## src/rtl/shape_plotter.sv

```systemverilog
// shape_plotter: walks every pixel of one requested shape in raster order and
// drives the VGA adapter write port at one pixel per clock, clipping pixels
// that fall outside the visible screen.
module shape_plotter #(
    parameter int SCREEN_W = 160,
    parameter int SCREEN_H = 120
) (
    input  logic       clock,
    input  logic       resetn,
    input  logic       start,
    input  logic       abort,
    input  logic [7:0] base_x,
    input  logic [6:0] base_y,
    input  logic [1:0] shape,
    input  logic [2:0] colour_in,
    output logic       ready,
    output logic       busy,
    output logic       done,
    output logic [7:0] x,
    output logic [6:0] y,
    output logic [2:0] colour,
    output logic       plot
);

    typedef enum logic [1:0] {
        S_IDLE = 2'd0,
        S_DRAW = 2'd1,
        S_DONE = 2'd2
    } state_t;

    localparam logic [8:0] SCR_W9 = SCREEN_W[8:0];
    localparam logic [7:0] SCR_H8 = SCREEN_H[7:0];

    state_t      state_q,  state_d;
    logic [7:0]  bx_q,     bx_d;
    logic [6:0]  by_q,     by_d;
    logic [1:0]  shp_q,    shp_d;
    logic [2:0]  clr_q,    clr_d;
    logic [6:0]  col_q,    col_d;
    logic [4:0]  row_q,    row_d;
    logic [7:0]  x_q,      x_d;
    logic [6:0]  y_q,      y_d;
    logic [2:0]  colour_q, colour_d;
    logic        plot_q,   plot_d;
    logic [6:0]  col_n_s;
    logic [4:0]  row_n_s;
    logic        last_s;

    // Last column index for a shape code.
    function automatic logic [6:0] col_last(input logic [1:0] s);
        case (s)
            2'd0:    col_last = 7'd19;
            2'd1:    col_last = 7'd9;
            2'd2:    col_last = 7'd3;
            default: col_last = 7'd109;
        endcase
    endfunction

    // Last row index for a shape code.
    function automatic logic [4:0] row_last(input logic [1:0] s);
        case (s)
            2'd0:    row_last = 5'd19;
            2'd1:    row_last = 5'd9;
            2'd2:    row_last = 5'd3;
            default: row_last = 5'd19;
        endcase
    endfunction

    // Visibility test on the untruncated sums so wrapped coordinates are clipped.
    function automatic logic on_screen(input logic [7:0] bx, input logic [6:0] by,
                                       input logic [6:0] c, input logic [4:0] r);
        logic [8:0] sx;
        logic [7:0] sy;
        sx = {1'b0, bx} + {2'b00, c};
        sy = {1'b0, by} + {3'b000, r};
        on_screen = (sx < SCR_W9) && (sy < SCR_H8);
    endfunction

    assign last_s = (col_q == col_last(shp_q)) && (row_q == row_last(shp_q));

    // Next raster position after the pixel currently on the outputs.
    always_comb begin
        col_n_s = col_q;
        row_n_s = row_q;
        if (col_q == col_last(shp_q)) begin
            col_n_s = 7'd0;
            row_n_s = row_q + 5'd1;
        end else begin
            col_n_s = col_q + 7'd1;
            row_n_s = row_q;
        end
    end

    // Next-state and next-output computation; the output registers present
    // the pixel addressed by col_q/row_q while in DRAW.
    always_comb begin
        state_d  = state_q;
        bx_d     = bx_q;
        by_d     = by_q;
        shp_d    = shp_q;
        clr_d    = clr_q;
        col_d    = col_q;
        row_d    = row_q;
        x_d      = x_q;
        y_d      = y_q;
        colour_d = colour_q;
        plot_d   = 1'b0;
        case (state_q)
            S_IDLE: begin
                if (start && !abort) begin
                    bx_d     = base_x;
                    by_d     = base_y;
                    shp_d    = shape;
                    clr_d    = colour_in;
                    col_d    = 7'd0;
                    row_d    = 5'd0;
                    x_d      = base_x;
                    y_d      = base_y;
                    colour_d = colour_in;
                    plot_d   = on_screen(base_x, base_y, 7'd0, 5'd0);
                    state_d  = S_DRAW;
                end else begin
                    state_d  = S_IDLE;
                end
            end
            S_DRAW: begin
                if (abort) begin
                    state_d = S_IDLE;
                end else if (last_s) begin
                    state_d = S_DONE;
                end else begin
                    col_d    = col_n_s;
                    row_d    = row_n_s;
                    x_d      = bx_q + {1'b0, col_n_s};
                    y_d      = by_q + {2'b00, row_n_s};
                    colour_d = clr_q;
                    plot_d   = on_screen(bx_q, by_q, col_n_s, row_n_s);
                    state_d  = S_DRAW;
                end
            end
            S_DONE: begin
                state_d = S_IDLE;
            end
            default: begin
                state_d = S_IDLE;
            end
        endcase
    end

    // State, request latches, counters and registered pixel outputs.
    always_ff @(posedge clock or negedge resetn) begin
        if (!resetn) begin
            state_q  <= S_IDLE;
            bx_q     <= 8'd0;
            by_q     <= 7'd0;
            shp_q    <= 2'd0;
            clr_q    <= 3'd0;
            col_q    <= 7'd0;
            row_q    <= 5'd0;
            x_q      <= 8'd0;
            y_q      <= 7'd0;
            colour_q <= 3'd0;
            plot_q   <= 1'b0;
        end else begin
            state_q  <= state_d;
            bx_q     <= bx_d;
            by_q     <= by_d;
            shp_q    <= shp_d;
            clr_q    <= clr_d;
            col_q    <= col_d;
            row_q    <= row_d;
            x_q      <= x_d;
            y_q      <= y_d;
            colour_q <= colour_d;
            plot_q   <= plot_d;
        end
    end

    assign ready  = (state_q == S_IDLE);
    assign busy   = (state_q == S_DRAW);
    assign done   = (state_q == S_DONE);
    assign x      = x_q;
    assign y      = y_q;
    assign colour = colour_q;
    assign plot   = plot_q;

endmodule
```

## config.mk

```make
export PLATFORM = sky130hd
export DESIGN_NAME = shape_plotter
export DESIGN_NICKNAME = d
export VERILOG_FILES = /design/src/rtl/shape_plotter.sv
export SDC_FILE = /design/constraint.sdc
export NUM_CORES = 1
export LEC_CHECK = 0
export CAP_MARGIN = 10
export CORE_ASPECT_RATIO = 0.7
export CORE_UTILIZATION = 37
export CTS_CLUSTER_DIAMETER = 60
export DETAILED_ROUTE_END_ITERATION = 6
export HOLD_SLACK_MARGIN = 0.12
export PLACE_DENSITY = 0.66
export SLEW_MARGIN = 30
export SYNTH_ARGS = -nofsm -noshare
export SYNTH_HDL_FRONTEND = slang
export SYNTH_SLANG_ARGS = --single-unit
export TNS_END_PERCENT = 5
```

## constraint.sdc

```tcl
create_clock -name clock -period 5 [get_ports clock]
set_clock_uncertainty 0.05 [all_clocks]
set_input_delay 0.5 -clock clock [delete_from_list [all_inputs] [get_ports clock]]
set_output_delay 0.5 -clock clock [all_outputs]
set_load 0.05 [all_outputs]
```

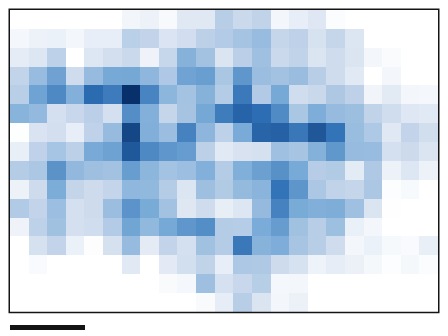
Figure 1: wiring heat map.
Scale bar: 20 um. The die is cut into 23 by 16 equal tiles; white is low, dark blue is high, scaled to the fullest tile. Values are wire area over tile area, all layers added.
emptiest ninth of the die: south-east
tiles over half the peak: 13%
fullest tile: 0.52
number of vias in the routed layout: 2,767
routed wire length: 7920 um
wire per inst: 14.5 um

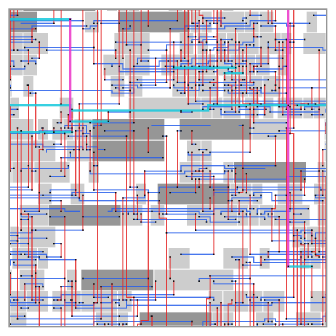
Figure 2: a small window of the routed layout.
Region (37, 20) to (77, 60) um. Cells in grey, sequential cells in the stronger grey; small squares are vias.
legend:
  M3:
    colour: cyan
  M2:
    colour: red
  M4:
    colour: magenta
  M1:
    colour: blue
sequential cells in the window: 9
netlist names of flops here include: col_q (4), row_q (2)
cells with their middle in the window: 124
most frequent: nor2_1 (16), nand2_1 (13)

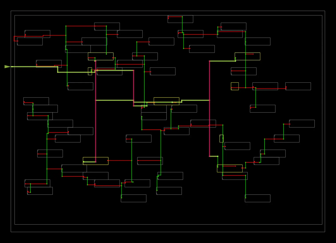
Figure 3: the clock network.
P_clk: 0.348 mW
Skew-Pair Late Insertion Delay: 0.30 ns

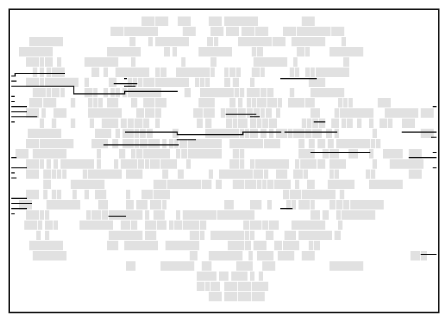
Figure 4: metal 3.
wire length on this layer: 259 um
main direction: horizontal

==> notes.md <==
Entry: Yosys synthesis followed by OpenROAD place and route.

Run status:
- The run finished with clean final reports.

Route:
- The run puts the number of remaining DRC errors at 0.
- Per the detail_route report, vias per standard cell equal 5.05.
- The run gives the post-detailed-route count of antenna-violating nets as 0.
- Once iteration 0 of detailed routing completed, the report listed 149 DRC markers.

Synthesis:
- The run gives the most popular library cell in the synthesized design by count as nand2_1.
- Ranked by instance count, the synthesized netlist is headed by nand2_1 (86), dfrtp_1 (53), nor2_1 (42).
- The run gives the post-synthesis adder-cell area fraction as 0.0891.
- Synthesis produced 386 cells.
- dfrtp_1 takes more of the synthesized area than any other cell.
- Counting flops with a built-in enable in the synthesized netlist gives 0.
- The synthesis report lists the most area-consuming cells as dfrtp_1 (41%), nand2_1 (9.9%), ha_1 (7.7%).
- The run gives the cell count in the Yosys report as 386.
- A synthesized cell averages 8.44 um2.
- The run puts the fraction of the yosys area taken by sequential cells at 0.407.
- For reference, the top logic cell family by area is simple AND/OR/NAND/NOR gates.
- The run puts the area of the mapped netlist at 3260 um2.
- The run gives the async set or reset register ratio after synthesis as 1.00.
- The gate-level netlist out of Yosys references 43 unique cell types.
- The run puts the fraction of post-synthesis cell area in the top cell type by area at 0.407.
- Post-synth the commonest register cell is dfrtp_1.

Critical path:
- Listed in order, past its start point the critical path passes ha_1 -> nor4_2 -> a22oi_2 -> nor3_2 -> buf_4 -> xor2_1 -> ha_1 -> inv_1 -> fa_1 -> nand2b_1 -> a21oi_1 -> xnor2_1 -> o21ai_0 -> and4_1 -> a211oi_1.
- The run gives the minimum setup slack among reg-to-reg paths as 1.50 ns.
- Together, buffers and inverters on the worst path number 2.
- The run puts the cell count of the worst reg-to-reg path at 15.
- The run gives the total stage count of the critical path as 15.
- The run gives the kind of cell adding the most delay to the critical path as simple AND/OR/NAND/NOR gates.
- For the worst reg-to-reg path, the endpoint reported by OpenROAD is plot.
- Per the timing report, the most critical flop-to-flop path originates at shp_q[0].
- Of all nets on the critical path, the largest fanout is 19.
- The run gives the most repeated library cell on the critical path as ha_1.
- The run gives the biggest cell delay along the critical path as 0.42 ns.
- The run gives the cell with the biggest individual delay on the critical path as dfrtp_1.

Final layout:
- The run puts the multi-input combinational gate total at 298.
- The run gives the most common library cell in the layout ignoring fill and taps as nand2_1.
- The flow measured a signed area growth from synthesis to layout of 21.4%.
- The run gives the clock buffer instance count of the final layout as 7.
- The run puts the combinational fraction of the cell area at 0.450.
- The run gives the final core area utilization as 0.465.
- The run gives the count of inverters other than clock inverters in the layout as 18.

Final timing:
- The run gives the number of pins exceeding their max-slew limit in the final report as 0.
- The run puts the count of endpoints failing hold in the final timing report at 0.
- The run gives the transition time at the pin with the least slew margin as 0.712 ns.
- The run puts the shortest period the worst path allows at 3.50 ns.
- The run gives the summed negative setup slack over all endpoints as 0 ns.
- The run puts the total of endpoints with negative setup slack in the final report at 0.
- The run gives the relative slew slack as 0.525.

Clocking:
- The run gives the maximum number of buffers from clock root to sink as 2.
- The run puts the total CTS buffers at 5.
- TritonCTS built the clock tree.
- The root buffer cell chosen for the clock tree is clkbuf_16.

Global route:
- The run puts the global-route wire length before repair at 13,200 um.
- The run puts the remaining global-route overflow at 0.

Die:
- The core region is 8510 um2.
- The run gives the number of well taps as 120.
- The run puts the boundary pin count at 46.

Flow run:
- Per the run summary, max-cap violations total 0.

Power:
- The run gives the total power as 1.57 mW.
- Power spread over the standard cell area amounts to 396 nW/um2.

Placed design:
- The run gives the HPWL after detailed placement as 5490 um.
- The run puts the post-placement worst setup slack at 1.49 ns.
## metal layers
metal  track usage  part of all wire  vias up
met4        0.0545             0.011        0
met2         0.301              0.44       47
met1         0.254              0.52     1325
met5             0                 0        -
li1              -                 -     1387
met3        0.0362             0.033        8
## power by group
part / switching, mW / internal [mW] / leakage, nW
clock network: 0.162 / 0.187 / 0.0641
logic: 0.404 / 0.235 / 1.07
registers: 0.0672 / 0.513 / 0.656
total: 0.633 / 0.935 / 1.79
## sequential cells by signal (all words and copies together), names as in the netlist, 2 cells and up
register,flops
bx_q,8
by_q,7
clr_q,3
col_q,7
colour,3
row_q,5
shp_q,2
state_q,2
x,8
y,7
Power figures rest on the tool's default switching activity, not on a simulated workload.
